**src/rtl/pwm_generator.sv**
```systemverilog
// pwm_generator
//
// Start-triggered, four-channel sequential PWM burst generator. A rising
// edge on start launches one burst. Channels d_c[0]..d_c[3] then each emit
// one pulse in turn: high for t1 cycles, then low for t2 cycles. After the
// last channel the block idles until it sees a fresh 0->1 on start.
//
// Parameters
//   t1     high-phase length per channel in clk cycles (1..63)
//   t2     low-phase length per channel in clk cycles (1..63)
//
// Ports
//   clk    in   1  system clock, all logic on posedge
//   rst    in   1  synchronous reset, active-low
//   start  in   1  burst request, rising edge triggers
//   d_c    out  4  per-channel PWM outputs, at most one bit high
module pwm_generator #(
    parameter logic [5:0] t1 = 6'd20,
    parameter logic [5:0] t2 = 6'd30
) (
    input  logic       clk,
    input  logic       rst,
    input  logic       start,
    output logic [3:0] d_c
);

    typedef enum logic [1:0] {
        IDLE,
        HIGH,
        LOW
    } state_t;

    state_t     r_state;
    logic [1:0] r_chan;
    logic [5:0] r_count;
    logic       r_startPrev;
    logic [3:0] r_dc;

    logic       w_rise;
    logic [1:0] w_nextChan;

    assign w_rise     = start & ~r_startPrev;
    assign w_nextChan = r_chan + 2'd1;
    assign d_c        = r_dc;

    // The start history keeps tracking during a burst, so a level held
    // across the end of a burst never looks like a new edge. Edges seen
    // outside IDLE are simply dropped, which also covers an edge landing
    // on the same cycle the burst finishes.
    always_ff @(posedge clk) begin
        if (!rst) begin
            r_state     <= IDLE;
            r_chan      <= 2'd0;
            r_count     <= 6'd0;
            r_startPrev <= 1'b0;
            r_dc        <= 4'b0000;
        end else begin
            r_startPrev <= start;
            case (r_state)
                IDLE: begin
                    r_dc <= 4'b0000;
                    if (w_rise) begin
                        r_state <= HIGH;
                        r_chan  <= 2'd0;
                        r_count <= 6'd0;
                        r_dc    <= 4'b0001;
                    end
                end
                HIGH: begin
                    if (r_count == t1 - 6'd1) begin
                        r_state <= LOW;
                        r_count <= 6'd0;
                        r_dc    <= 4'b0000;
                    end else begin
                        r_count <= r_count + 6'd1;
                    end
                end
                LOW: begin
                    if (r_count == t2 - 6'd1) begin
                        r_count <= 6'd0;
                        if (r_chan == 2'd3) begin
                            r_state <= IDLE;
                            r_chan  <= 2'd0;
                            r_dc    <= 4'b0000;
                        end else begin
                            // Output is loaded from the next channel index so
                            // the pulse starts on the same edge as the state.
                            r_state <= HIGH;
                            r_chan  <= w_nextChan;
                            r_dc    <= 4'b0001 << w_nextChan;
                        end
                    end else begin
                        r_count <= r_count + 6'd1;
                    end
                end
                default: begin
                    r_state <= IDLE;
                    r_chan  <= 2'd0;
                    r_count <= 6'd0;
                    r_dc    <= 4'b0000;
                end
            endcase
        end
    end

endmodule

```
**config.mk**
```make
export PLATFORM = sky130hd
export DESIGN_NAME = pwm_generator
export DESIGN_NICKNAME = d
export VERILOG_FILES = /design/src/rtl/pwm_generator.sv
export SDC_FILE = /design/constraint.sdc
export NUM_CORES = 1
export LEC_CHECK = 0
export ABC_CLOCK_PERIOD_IN_PS = 1400
export CAP_MARGIN = 10
export CORE_MARGIN = 2
export CORE_UTILIZATION = 30
export CTS_CLUSTER_DIAMETER = 150
export DETAILED_ROUTE_END_ITERATION = 10
export HOLD_SLACK_MARGIN = 0.06
export PLACE_DENSITY = 0.54
export SETUP_SLACK_MARGIN = 0.1
export SLEW_MARGIN = 20
export SYNTH_ARGS = -nofsm -noshare
export SYNTH_HDL_FRONTEND = slang
export SYNTH_SLANG_ARGS = --single-unit
```
**constraint.sdc**
```tcl
create_clock -name clk -period 1.4 [get_ports clk]
set_clock_uncertainty 0.05 [all_clocks]
set_input_delay 0.28 -clock clk [delete_from_list [all_inputs] [get_ports clk]]
set_output_delay 0.28 -clock clk [all_outputs]
set_load 0.05 [all_outputs]
```
met1.png
Cells faint in the background.
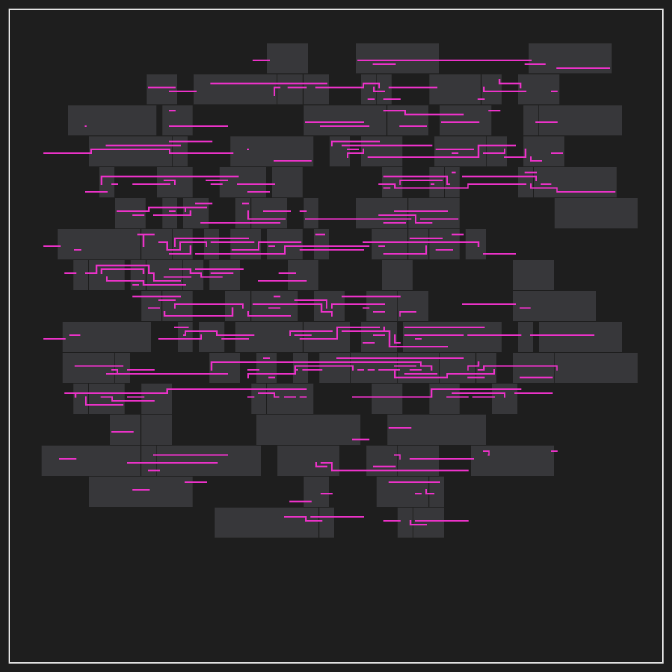
- share of all routed wire: 44%
- nets with wire on the layer: 111
- main direction: horizontal
- wire length on this layer: 758 µm

==> flow_metrics.py <==
# Flow results
metrics = {
    "timing": {
        "finalSetupViolCount": 0,
        "drv_slew": 0,
        "min_period_over_period": 0.982,
    },
    "worst_setup_path": {
        "worstPathRequired_ns": 1.53,
        "setup.worst_path.end_class": "register",
        "critical-path-slowest-cell": "dfxtp_4",
    },
    "synth": {
        "dominant_kind_of_combinational_cell": "simple AND/OR/NAND/NOR gates",
        "syn_area_um2": 852,
        "synth-cells-yosys": 96,
        "ys_sh_aoi": 0.123,
        "synth_flop_count": 15,
        "netlist_instances": 96,
    },
    "grt": {
        "grt_pass1_vias": 718,
        "global_route.peak_usage_layer": "met2",
        "track_usage": 0.123,
        "grt_pass1_wl_um": 3070,
    },
    "cells_and_area": {
        "antenna-diode-count": 0,
        "final-seq-area_um2": 314,
    },
    "die": {
        "number_of_standard_cell_rows_in_the_floorplan": 19,
        "core_util_floorplan": 0.312,
    },
    "clock_tree": {
        "post_cts_resized": 8,
        "tritoncts": "yes",
        "clock_pin_slew_on_the_worst_setup_and_hold_paths_ns": 0.09,
        "cts_inserted_buffers": 3,
    },
    "placed_design": {
        "place.gp.congestion": 0.748,
    },
    "drt": {
        "post_drt_via_cell_ratio": 4.70,
    },
    "run_status": {
        "outcome": "complete, no violations",
    },
}
met2.png
Scale bar: 20 µm.
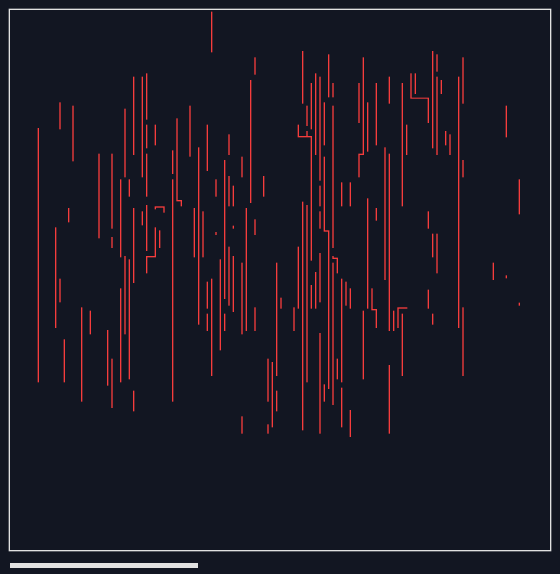
- wire length on this layer: 851 µm
- longest straight run: 26.9 µm

[cell type report]
type,instances,share of cell area
multi-input combinational,70,0.479
inverter,9,0.0292
tap,31,0.0312
timing repair buffer,23,0.186
sequential,15,0.253
clock buffer,4,0.0211
[state kept, by name, summed over array words and instances (netlist names)]
register	flops
d_c	4
r_chan	2
r_count	6
r_startPrev	1
r_state	2
[synthesized netlist by cell type (all sizes together), types with 2 or more instances]
| cell | instances |
|---|---|
| dfxtp | 15 |
| nand2 | 12 |
| ha | 11 |
| inv | 9 |
| nand3 | 7 |
| nor2 | 7 |
| mux2i | 6 |
| xnor2 | 5 |
| a21oi | 4 |
| a211oi | 3 |
| o21ai | 3 |
| and3 | 2 |
| clkbuf | 2 |
[through the flow]
step,TNS (ns),cells,area (µm²),utilization
floorplan,0,96,912,-
global placement,-1.72,145,1150,0.420
detailed placement,-2.07,145,1150,0.420
CTS,0,151,1220,0.445
global route,-0.269,152,1240,0.454
finish,0,152,1240,0.454
[worst reg2reg max path: stages, from the launching register on]
cell and delay (ns):
dfxtp_4 0.38, inv_4 0.05, ha_4 0.23, and3_4 0.16, o21ai_1 0.06, o221a_2 0.28
nor2_1 0.06
[per-layer routing]
metal	share of wire	wire [µm]	vias up
met2	0.50	850	12
met3	0.041	70	6
met4	0.020	35	0
met5	0	0	-
met1	0.44	758	324
li1	-	-	373
[final timing paths]
path	startpoint	endpoint	cells past startpoint
worst max-delay path	r_state[0]	r_count[3]	6
worst min-delay path	d_c[1]	d_c[1]	2
worst max register to register	r_state[0]	r_count[3]	6
worst min register to register	d_c[1]	d_c[1]	2
[power by group]
group	leakage [nW]	internal, W	switching [W]	total (W)
registers	0.125	0.000526	0.0000846	0.000610
logic	0.355	0.000575	0.000533	0.00111
clock network	0.0150	0.000111	0.000140	0.000251
total	0.495	0.00121	0.000757	0.00197
Power is estimated from default activity; no workload was simulated.
